==> config.mk <==
export PLATFORM = sky130hd
export DESIGN_NAME = trap_seq
export DESIGN_NICKNAME = d
export VERILOG_FILES = /design/src/rtl/trap_seq_pkg.sv /design/src/rtl/trap_seq_target.sv /design/src/rtl/trap_seq.sv
export SDC_FILE = /design/constraint.sdc
export NUM_CORES = 1
export LEC_CHECK = 0
export CAP_MARGIN = 10
export CORE_AREA = 4 4 275 277
export DETAILED_ROUTE_END_ITERATION = 16
export DIE_AREA = 0 0 279 281
export GPL_ROUTABILITY_DRIVEN = 0
export GPL_TIMING_DRIVEN = 0
export PLACE_DENSITY_LB_ADDON = 0.1
export SYNTH_ARGS = -nofsm -noshare
export SYNTH_HDL_FRONTEND = slang
export SYNTH_SLANG_ARGS = --single-unit
==> constraint.sdc <==
create_clock -name clk -period 9.65 [get_ports clk]
set_clock_uncertainty 0.2 [all_clocks]
set_input_delay 1.93 -clock clk [delete_from_list [all_inputs] [get_ports clk]]
set_output_delay 1.93 -clock clk [all_outputs]
set_load 0.05 [all_outputs]
==> src/rtl/trap_seq_pkg.sv <==
// Shared definitions for the machine-mode trap/return sequencer.
// CSR slot indices, mstatus/mip bit positions and sequencer states.
package trap_seq_pkg;

  localparam logic [3:0] CSR_IDX_MSTATUS = 4'd0;
  localparam logic [3:0] CSR_IDX_MTVEC   = 4'd1;
  localparam logic [3:0] CSR_IDX_MEPC    = 4'd2;
  localparam logic [3:0] CSR_IDX_MCAUSE  = 4'd3;
  localparam logic [3:0] CSR_IDX_MTVAL   = 4'd4;
  localparam logic [3:0] CSR_IDX_MIP     = 4'd5;

  localparam int MSTATUS_MIE    = 3;
  localparam int MSTATUS_MPIE   = 7;
  localparam int MSTATUS_MPP_LO = 11;
  localparam int MSTATUS_MPP_HI = 12;
  localparam int MIP_MEIP       = 11;

  localparam logic [1:0] MTVEC_MODE_VECTORED = 2'b01;
  localparam logic [1:0] PRIV_M              = 2'b11;

  typedef enum logic [2:0] {
    ST_IDLE,
    ST_W_EPC,
    ST_W_CAUSE,
    ST_W_TVAL,
    ST_W_STAT,
    ST_M_STAT,
    ST_REDIR
  } trap_state_t;

  function automatic logic [31:0] align4(input logic [31:0] a);
    return a & 32'hFFFF_FFFC;
  endfunction

endpackage

==> src/rtl/trap_seq_target.sv <==
// Redirect target for trap entry (direct or vectored mtvec) and MRET (mepc).
module trap_target_calc
  import trap_seq_pkg::*;
#(
  parameter bit VEC_EN = 1'b1
) (
  input  logic [31:0] i_mtvec,
  input  logic [31:0] i_mepc,
  input  logic [31:0] i_cause,
  input  logic        i_is_mret,
  output logic [31:0] o_target
);

  logic [31:0] w_base;
  logic [31:0] w_offset;
  logic        w_vectored;

  // Only interrupts are vectored; exceptions always land on the base.
  assign w_base     = align4(i_mtvec);
  assign w_vectored = VEC_EN && (i_mtvec[1:0] == MTVEC_MODE_VECTORED) && i_cause[31];
  assign w_offset   = {1'b0, i_cause[30:0]} << 2;

  always_comb begin
    o_target = w_base;
    if (i_is_mret) begin
      o_target = align4(i_mepc);
    end else if (w_vectored) begin
      o_target = w_base + w_offset;
    end
  end

endmodule

==> src/rtl/trap_seq.sv <==
// Trap/return sequencer: accepts exception, interrupt or MRET, then walks the
// CSR updates through the single write port and finishes with one PC redirect.
module trap_seq
  import trap_seq_pkg::*;
#(
  parameter bit VEC_EN       = 1'b1,
  parameter int EXT_IRQ_CODE = 11
) (
  input  logic        clk,
  input  logic        rstn,
  input  logic [31:0] csr [0:15],
  input  logic        exc_req,
  input  logic [30:0] exc_cause,
  input  logic [31:0] exc_epc,
  input  logic [31:0] exc_tval,
  output logic        exc_ack,
  input  logic        irq_window,
  output logic        irq_ack,
  input  logic [31:0] irq_epc,
  input  logic        mret_req,
  output logic        mret_ack,
  output logic        wreq,
  output logic [3:0]  windex,
  output logic [31:0] wdata,
  output logic        redirect_valid,
  output logic [31:0] redirect_pc,
  output logic        busy
);

  trap_state_t r_state;
  trap_state_t w_next;
  logic [31:0] r_epc;
  logic [31:0] r_cause;
  logic [31:0] r_tval;
  logic        r_is_mret;

  logic        w_idle;
  logic        w_irq_pend;
  logic        w_take_exc;
  logic        w_take_irq;
  logic        w_take_mret;
  logic [31:0] w_mstatus;
  logic [31:0] w_trap_stat;
  logic [31:0] w_mret_stat;
  logic [31:0] w_target;

  assign w_mstatus  = csr[CSR_IDX_MSTATUS];
  assign w_irq_pend = csr[CSR_IDX_MIP][MIP_MEIP] & w_mstatus[MSTATUS_MIE] & irq_window;

  // Acks are combinational; gating with rstn keeps them low while in reset.
  assign w_idle      = rstn && (r_state == ST_IDLE);
  assign w_take_exc  = w_idle & exc_req;
  assign w_take_irq  = w_idle & ~exc_req & w_irq_pend;
  assign w_take_mret = w_idle & ~exc_req & ~w_irq_pend & mret_req;

  assign exc_ack  = w_take_exc;
  assign irq_ack  = w_take_irq;
  assign mret_ack = w_take_mret;
  assign busy     = (r_state != ST_IDLE);

  always_comb begin
    w_trap_stat                                = w_mstatus;
    w_trap_stat[MSTATUS_MPIE]                  = w_mstatus[MSTATUS_MIE];
    w_trap_stat[MSTATUS_MIE]                   = 1'b0;
    w_trap_stat[MSTATUS_MPP_HI:MSTATUS_MPP_LO] = PRIV_M;

    w_mret_stat                                = w_mstatus;
    w_mret_stat[MSTATUS_MIE]                   = w_mstatus[MSTATUS_MPIE];
    w_mret_stat[MSTATUS_MPIE]                  = 1'b1;
    w_mret_stat[MSTATUS_MPP_HI:MSTATUS_MPP_LO] = PRIV_M;
  end

  trap_target_calc #(
    .VEC_EN(VEC_EN)
  ) u_target (
    .i_mtvec  (csr[CSR_IDX_MTVEC]),
    .i_mepc   (csr[CSR_IDX_MEPC]),
    .i_cause  (r_cause),
    .i_is_mret(r_is_mret),
    .o_target (w_target)
  );

  always_comb begin
    w_next         = r_state;
    wreq           = 1'b0;
    windex         = 4'd0;
    wdata          = 32'd0;
    redirect_valid = 1'b0;
    redirect_pc    = 32'd0;
    case (r_state)
      ST_IDLE: begin
        if (w_take_exc || w_take_irq) begin
          w_next = ST_W_EPC;
        end else if (w_take_mret) begin
          w_next = ST_M_STAT;
        end
      end
      ST_W_EPC: begin
        wreq   = 1'b1;
        windex = CSR_IDX_MEPC;
        wdata  = align4(r_epc);
        w_next = ST_W_CAUSE;
      end
      ST_W_CAUSE: begin
        wreq   = 1'b1;
        windex = CSR_IDX_MCAUSE;
        wdata  = r_cause;
        w_next = ST_W_TVAL;
      end
      ST_W_TVAL: begin
        wreq   = 1'b1;
        windex = CSR_IDX_MTVAL;
        wdata  = r_tval;
        w_next = ST_W_STAT;
      end
      ST_W_STAT: begin
        wreq   = 1'b1;
        windex = CSR_IDX_MSTATUS;
        wdata  = w_trap_stat;
        w_next = ST_REDIR;
      end
      ST_M_STAT: begin
        wreq   = 1'b1;
        windex = CSR_IDX_MSTATUS;
        wdata  = w_mret_stat;
        w_next = ST_REDIR;
      end
      ST_REDIR: begin
        redirect_valid = 1'b1;
        redirect_pc    = w_target;
        w_next         = ST_IDLE;
      end
      default: begin
        w_next = ST_IDLE;
      end
    endcase
  end

  always_ff @(posedge clk or negedge rstn) begin
    if (!rstn) begin
      r_state   <= ST_IDLE;
      r_epc     <= 32'd0;
      r_cause   <= 32'd0;
      r_tval    <= 32'd0;
      r_is_mret <= 1'b0;
    end else begin
      r_state <= w_next;
      if (w_take_exc) begin
        r_epc     <= exc_epc;
        r_cause   <= {1'b0, exc_cause};
        r_tval    <= exc_tval;
        r_is_mret <= 1'b0;
      end else if (w_take_irq) begin
        r_epc     <= irq_epc;
        r_cause   <= {1'b1, 31'(EXT_IRQ_CODE)};
        r_tval    <= 32'd0;
        r_is_mret <= 1'b0;
      end else if (w_take_mret) begin
        r_is_mret <= 1'b1;
      end
    end
  end

endmodule
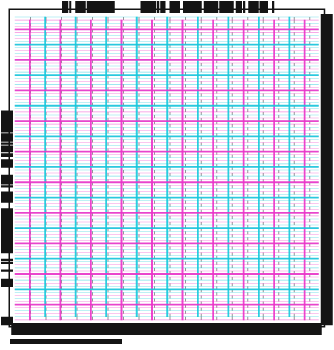
**Above:** run 1 (supply network).
The bar under the picture is 100 µm long. Pins as bars on the die edge. Tap cells in grey.
colour	net
cyan	VDD
magenta	VSS
rows	99
met5 straps	19
met4 straps	19
met1 rails	100

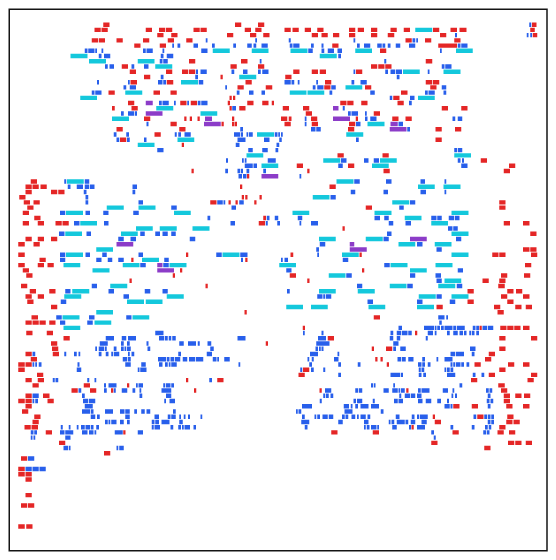
**Above:** run 1 (placement by cell class).
colour	class	cells	share of their area
cyan	sequential cells	98	24%
purple	clock drivers and dummy loads	15	2.8%
blue	combinational and other logic	633	41%
red	remaining buffers and delay cells	353	32%

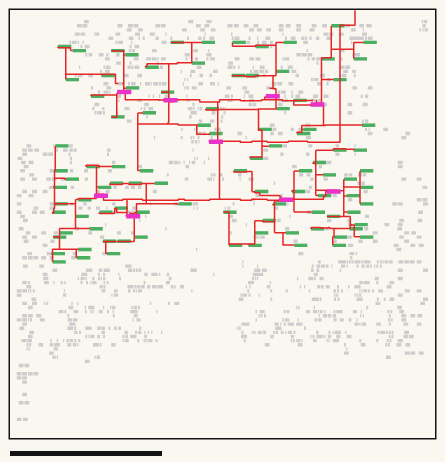
**Above:** run 1 (clock distribution).
The bar under the picture is 100 µm long.
[magenta] clock drivers | count: 9
[red] clock wires | length: 2,150 µm
[green] flip-flops | count: 98
routed clock nets	10

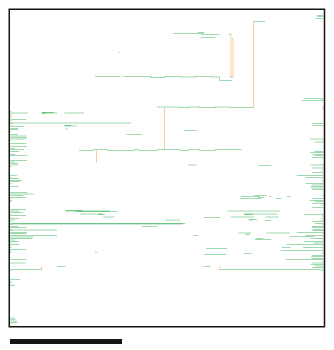
**Above:** run 1 (metal layers overlaid).
The bar under the picture is 100 µm long. Only two layers are drawn.
colour	layer	wire length
orange	metal 4	201 µm
green	metal 3	2,880 µm
Routed wire per std cell: 24.1 µm
via total after detailed routing: 7,636
All-Layer GR Usage: 0.121

==> summary.txt, run 1 <==
Quick summary of the implementation run below.

On the critical path the data arrives at between 6 and 7 ns. By instance count after routing, the leading logic cell types are sky130_fd_sc_hd__clkdlybuf4s50_1, sky130_fd_sc_hd__dfrtp_1, sky130_fd_sc_hd__a21oi_1. The detailed-route DRC error count came out at 0. The flop and latch count out of synthesis came out at 98. The layout net count is approximately 1,800.

Per report_power, the top consumer among the power groups is combinational logic. Entering global routing, the biggest net connects about 74 pins. The count of fill cells added during filler insertion came out at slightly above 8,000.

The combinational gate power came out at 2.19 mW. The chip height came out at approximately 280 µm. The maximum level of the CTS H-tree is 3. The first global-routing pass estimated ~66,000 µm of wire. The clock-pin slew of the registers on the worst-case setup and hold paths came out at ~0.080 ns. The final timing report gives a worst setup slack of roughly 1 ns. The flow ran to the end, and the final reports show no timing, DRC or antenna violations. The area share of the largest cell type after synthesis is 0.357. For this run, the chip area from Yosys synthesis comes to between 6000 and 7000 µm².

The setup path with the least slack is of type in2out. The synthesis run shows the most used standard cells to be sky130_fd_sc_hd__dfrtp_1, sky130_fd_sc_hd__a21oi_1, sky130_fd_sc_hd__nand2_1. The proportion of synthesized area in mux cells is 0.0485. The maximum clock frequency came out at between 100 and 150 MHz. The Yosys warning count came out at 0. The final non-filler cell area came out at roughly 11,000 µm².

The report lists the number of cells resized after CTS as 0. TritonCTS built the clock tree. The die span in x came out at 279 µm. Per the STA report, the cell with the highest stage delay on the worst path is sky130_fd_sc_hd__clkdlybuf4s50_1. The xor and xnor area share after synthesis came out at 0.0281. A synthesized cell averages approximately 8.7 µm². The fraction of layout instances using a drive strength above 1 is 0.0382. Once layout is complete, the utilization of the core stands at 0.155.

The combinational family with the most area after synthesis is AND-OR/OR-AND gates. The total die size came out at between 70,000 and 80,000 µm². The final max-slew violation count recorded for this run is 0. The synthesis report names the predominant flop master as sky130_fd_sc_hd__dfrtp_1. The pre-CTS setup check shows a worst slack of 0.879 ns. The core utilization before placement is 0.0942.

The floorplan has ~99 rows. The OpenROAD report gives the critical path a required time of 7.52 ns. The post-synthesis share of cell area spent on and, or, nand and nor gates came out at 0.132. Setup violations remaining at the end of the flow were counted as 0.

The critical path's largest stage delay is 0.92 ns. The number of maximum-capacitance violations is 0. The number of detailed-route iterations in the first pass came out at 4. Before any placement, the netlist area is recorded as 6860 µm². The TritonCTS buffer count came out at 9.

Among all cell types in the netlist, the one instantiated most often is sky130_fd_sc_hd__dfrtp_1. The overflow left after global routing is 0. The cell area after placement came out at between 10,000 and 15,000 µm². For this run the detailed placement stage logged an HPWL of 41,200 µm.

During placement, the flow inserted port buffers numbering around 290. The share of total power dissipated in combinational logic is 0.644. Including well taps, the total number of placed cells is around 2,000. Per the detailed-route log, wirelength across all metal layers totals between 40,000 and 50,000 µm. The leakage component of the power is roughly 4.2 nW. STA classifies the critical path startpoint as an input pin. The power attributed to the clock group came out at roughly 390 µW. The core region area is 72,800 µm². In the power breakdown, the internal column shows 1.56 mW. For this design, the sink count on the clock tree is just under 100. The kind of end point of the critical path is an output pin.

The slew of the pin with the lowest slew margin is between 1 and 1.5 ns. The total negative slack came out at 0 ns. The share of synthesized cell area in and-or and or-and compound cells came out at 0.329. The worst pin sits at a relative slew slack of 0.307. Summing internal, switching and leakage power gives around 3.4 mW. For this run, the register share of the synthesized area comes to 0.357. The sequential cell power came out at 825 µW. In the Yosys report the total cell count is 790. The power dissipated by switching net loads came out at between 1.5 and 2 mW. For this design the top-level I/O count stands at between 700 and 800. The clock root buffer master is sky130_fd_sc_hd__clkbuf_16.
==> run 1: per-layer routing <==
| layer | track usage | share of wire | wire (µm) | vias up |
|---|---|---|---|---|
| met5 | 0 | 0.00044 | 22 | - |
| met4 | 0.0121 | 0.0041 | 201 | 4 |
| met3 | 0.0312 | 0.058 | 2880 | 14 |
| met2 | 0.176 | 0.42 | 20800 | 291 |
| met1 | 0.185 | 0.52 | 25600 | 3748 |
| li1 | - | - | - | 3579 |
==> run 1: cell type report <==
cell class / count / area, µm² / share of cell area
flip-flops and latches: 98 / 2450 / 0.217
clock inverters: 6 / 58.8 / 0.00520
clock buffers: 9 / 225 / 0.0199
inverters: 14 / 52.6 / 0.00465
plain buffers: 61 / 245 / 0.0217
repair buffers: 292 / 2940 / 0.260
diodes: 1 / 2.50 / 0.000221
well taps: 959 / 1200 / 0.106
multi-input cells: 619 / 4120 / 0.365
==> run 1: final timing paths <==
| path | from | to | slack, ns | cells after the start |
|---|---|---|---|---|
| min in group asynchronous | rstn | r_epc[25]$_DFFE_PN0N_ | 1.24 | 1 |
| max in group asynchronous | rstn | r_cause[5]$_DFFE_PN0N_ | 7.19 | 2 |
| hold reg to reg | r_tval[17]$_DFFE_PN0N_ | r_tval[17]$_DFFE_PN0N_ | 0.30 | 1 |
| hold / removal | r_tval[17]$_DFFE_PN0N_ | r_tval[17]$_DFFE_PN0N_ | 0.30 | 1 |
| setup reg to reg | r_state[2]$_DFFE_PN0P_ | r_cause[5]$_DFFE_PN0N_ | 6.30 | 6 |
| setup / recovery | csr[450] | redirect_pc[28] | 1.0 | 14 |
==> run 1: critical path: cells and delay by family <==
| kind | cells | cell delay [ns] |
|---|---|---|
| fa+ha+maj | 2 | 0.64 |
| buf+inv | 3 | 1.57 |
| compound gates | 6 | 1.89 |
| simple gates | 3 | 0.47 |
==> inputs of run 2 (changes only) <==
Settings changed: CORE_AREA 4 4 275 277 to 4 4 278 280, DIE_AREA 0 0 279 281 to 0 0 282 284.
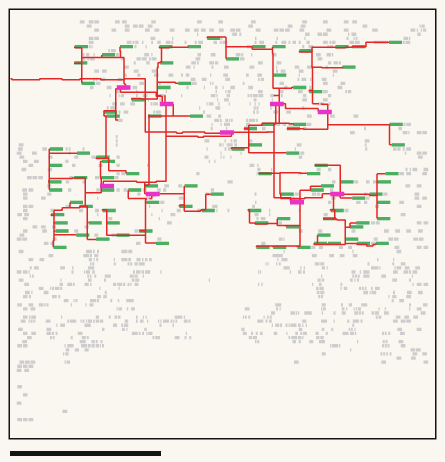
**Above:** run 2 (clock distribution).
The bar under the picture is 100 µm long.
[magenta] clock drivers | count: 9
[green] flip-flops | count: 98
[red] clock wires | length: 2,210 µm
routed clock nets	10
clock latency on the worst-skew pair: 0.37 ns
clock group power: 395 µW
part of the power in the clock network: 0.116

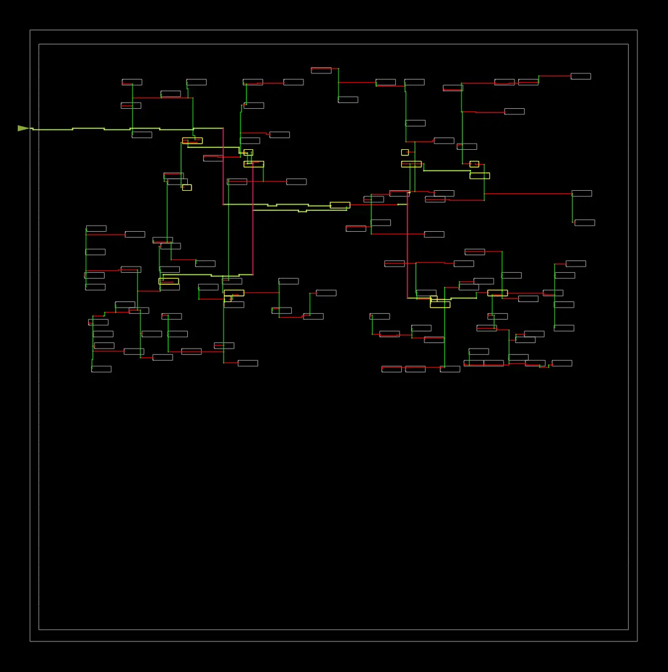
**Above:** run 2 (clock wiring as the flow saved it).
flop count: 98
clk sinks: 98

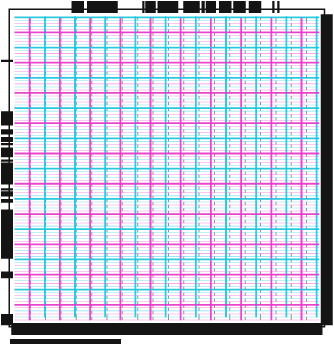
**Above:** run 2 (supply network).
The bar under the picture is 100 µm long. Pins as bars on the die edge. Tap cells in grey.
colour	net
magenta	VSS
cyan	VDD
tap cells	969
met5 straps	20
met1 rails	101
rows	100
signal pins	718

==> summary.txt, run 2 <==
Quick summary of the implementation run below.

Endpoints with negative setup slack in the final report add up to 0. The portion of total power attributed to combinational logic is 0.643. Per STA, the highest per-stage delay on the worst path measures slightly above 0.8 ns. The power density of the placed cells is between 300 and 400 nW/µm². Of the synthesized area, sequential elements account for 0.357. After synthesis, the most frequently instantiated cells are sky130_fd_sc_hd__dfrtp_1, sky130_fd_sc_hd__a21oi_1, sky130_fd_sc_hd__nand2_1. The number of gates resized after cts is 0.

In this run, the number of DRC markers left after iteration 0 of detailed routing was roughly 450. The worst hold path belongs to the class reg2reg. The category of the most critical setup path is in2out. The combined global-route utilization of all metal layers is 0.117. The CTS report gives the tree buffer count as 9.

The script extracted a total leakage power of approximately 4.2 nW. The total number of vias is between 7,000 and 8,000. The timing report shows that the slowest cell on the worst path is sky130_fd_sc_hd__clkdlybuf4s50_1.

The slew of the pin with the lowest slew margin is 1.27 ns. The combinational gate power came out at 2.20 mW. The portion of synthesized area spent on multiplexers is 0.0485. The run finished with clean final reports.

The die span in x came out at about 280 µm. The commonest register cell is sky130_fd_sc_hd__dfrtp_1. According to the floorplan report, the placeable core area is 74,400 µm². The total die size is 80,100 µm². The required time of the critical path came out at around 7.5 ns.

The power report puts the net switching power at 1.86 mW. The maximum level of the CTS H-tree is 3. The most common logic cells in the final layout are sky130_fd_sc_hd__clkdlybuf4s50_1, sky130_fd_sc_hd__dfrtp_1, sky130_fd_sc_hd__a21oi_1. The cell count after placement came out at about 2,100. The sequential cell power is roughly 800 µW. In this design, the largest share of critical-path delay is due to AND-OR/OR-AND gates. The combined flip-flop and latch cell area is between 2000 and 2500 µm². The filler cells instantiated in the layout total 8,436. The internal reg-to-reg setup slack came out at ~6.3 ns. The detailed-route DRC error count came out at 0. Power comes to between 3 and 4 mW. In this run the mean area of a mapped cell was around 8.7 µm². The port buffer count is between 200 and 300.

STA classifies the critical path startpoint as an input pin. STA classifies the critical path endpoint as an output pin. The number of maximum-capacitance violations came out at 0. Of the available clock period, the critical path in the final layout requires 0.882. At the floorplan stage, the core utilization is reported as 0.0922. The number of detailed-route iterations in the first pass came out at 5.

Per the OpenROAD floorplan log, the height of the die is 284 µm. The worst relative slew slack came out at 0.148. Yosys reported a register bit count of 98. The routed wire length came out at 48,700 µm. The internal power came out at approximately 1.6 mW. The finished design was reported to have a net count of 1,772. The post-synthesis instance area is between 6000 and 7000 µm².

The timing report notes that buffer and inverter cells on the critical path total 3. The combinational family with the most area after synthesis is AND-OR/OR-AND gates. The post-synthesis share of cell area spent on and, or, nand and nor gates is 0.132. The first-pass GRT wire length came out at approximately 66,000 µm. The worst-case clock buffer depth came out at 2. The xor and xnor area share after synthesis is 0.0281.

Leaving out buffers and inverters, the combinational logic in the layout accounts for between 4000 and 5000 µm². Entering global routing, the biggest net connects 79 pins. The maximum clock frequency came out at around 120 MHz.

For this design, Yosys synthesis ends with a cell count of ~790. The clock root buffer master is sky130_fd_sc_hd__clkbuf_16. The number of top-level pins came out at 718. The synthesis report lists the Yosys warning total as 0. The placed wire-length estimate came out at 40,200 µm. Of the cells placed in the final design, the portion with a size suffix greater than 1 is 0.0382. The area fraction of the largest cell type after synthesis is 0.357.

The chip area estimate from yosys synthesis is 6860 µm². The total negative slack came out at 0 ns. The clock-pin slew of the registers on the worst-case setup and hold paths came out at 0.09 ns. The overflow left after global routing is 0.

The synthesis stats list as the most numerous cell sky130_fd_sc_hd__dfrtp_1.
-- run 2: netlist changes by cell type in the layout (fill, tap and decap cells not counted), sizes merged --
cell / previous run / this run
clkinv: 1 / 3
clkinvlp: 1 / 0
inv: 18 / 17
diode: 1 / 6
-- run 2: final cells by class --
| cell class | count | share of cell area |
|---|---|---|
| multi-input combinational | 619 | 0.364 |
| sequential | 98 | 0.217 |
| clock buffer | 9 | 0.0199 |
| inverter | 14 | 0.00464 |
| timing repair buffer | 292 | 0.260 |
| tap | 969 | 0.107 |
| clock inverter | 6 | 0.00530 |
| antenna | 6 | 0.00133 |
| buffer | 61 | 0.0217 |
-- run 2: final timing paths --
check,start,to,cells past startpoint
worst max-delay path,csr[450],redirect_pc[20],14
worst min-delay path,r_tval[19]$_DFFE_PN0N_,r_tval[19]$_DFFE_PN0N_,1
worst max register to register,r_state[1]$_DFFE_PN0P_,r_epc[24]$_DFFE_PN0N_,7
worst min register to register,r_tval[19]$_DFFE_PN0N_,r_tval[19]$_DFFE_PN0N_,1
max in group asynchronous,rstn,r_cause[2]$_DFFE_PN0N_,2
min in group asynchronous,rstn,r_epc[29]$_DFFE_PN0N_,1
-- run 2: layer usage --
| layer | vias up | wire length, µm | track usage |
|---|---|---|---|
| li1 | 3603 | - | - |
| met1 | 3760 | 25100 | 0.179 |
| met2 | 259 | 20200 | 0.170 |
| met3 | 20 | 3040 | 0.0299 |
| met4 | 6 | 275 | 0.0122 |
| met5 | - | 34 | 0 |
-- run 2: metrics by stage --
stage	cell area (µm²)	setup slack, ns	utilization
floorplan	6870	2.13	-
CTS	11300	1.19	0.152
global route	11300	0.903	0.152
global placement	11000	-3.46	0.148
detailed placement	11000	1.21	0.148
finish	11300	1.14	0.152
No activity file was given, so power comes from the tool's default toggle rates.
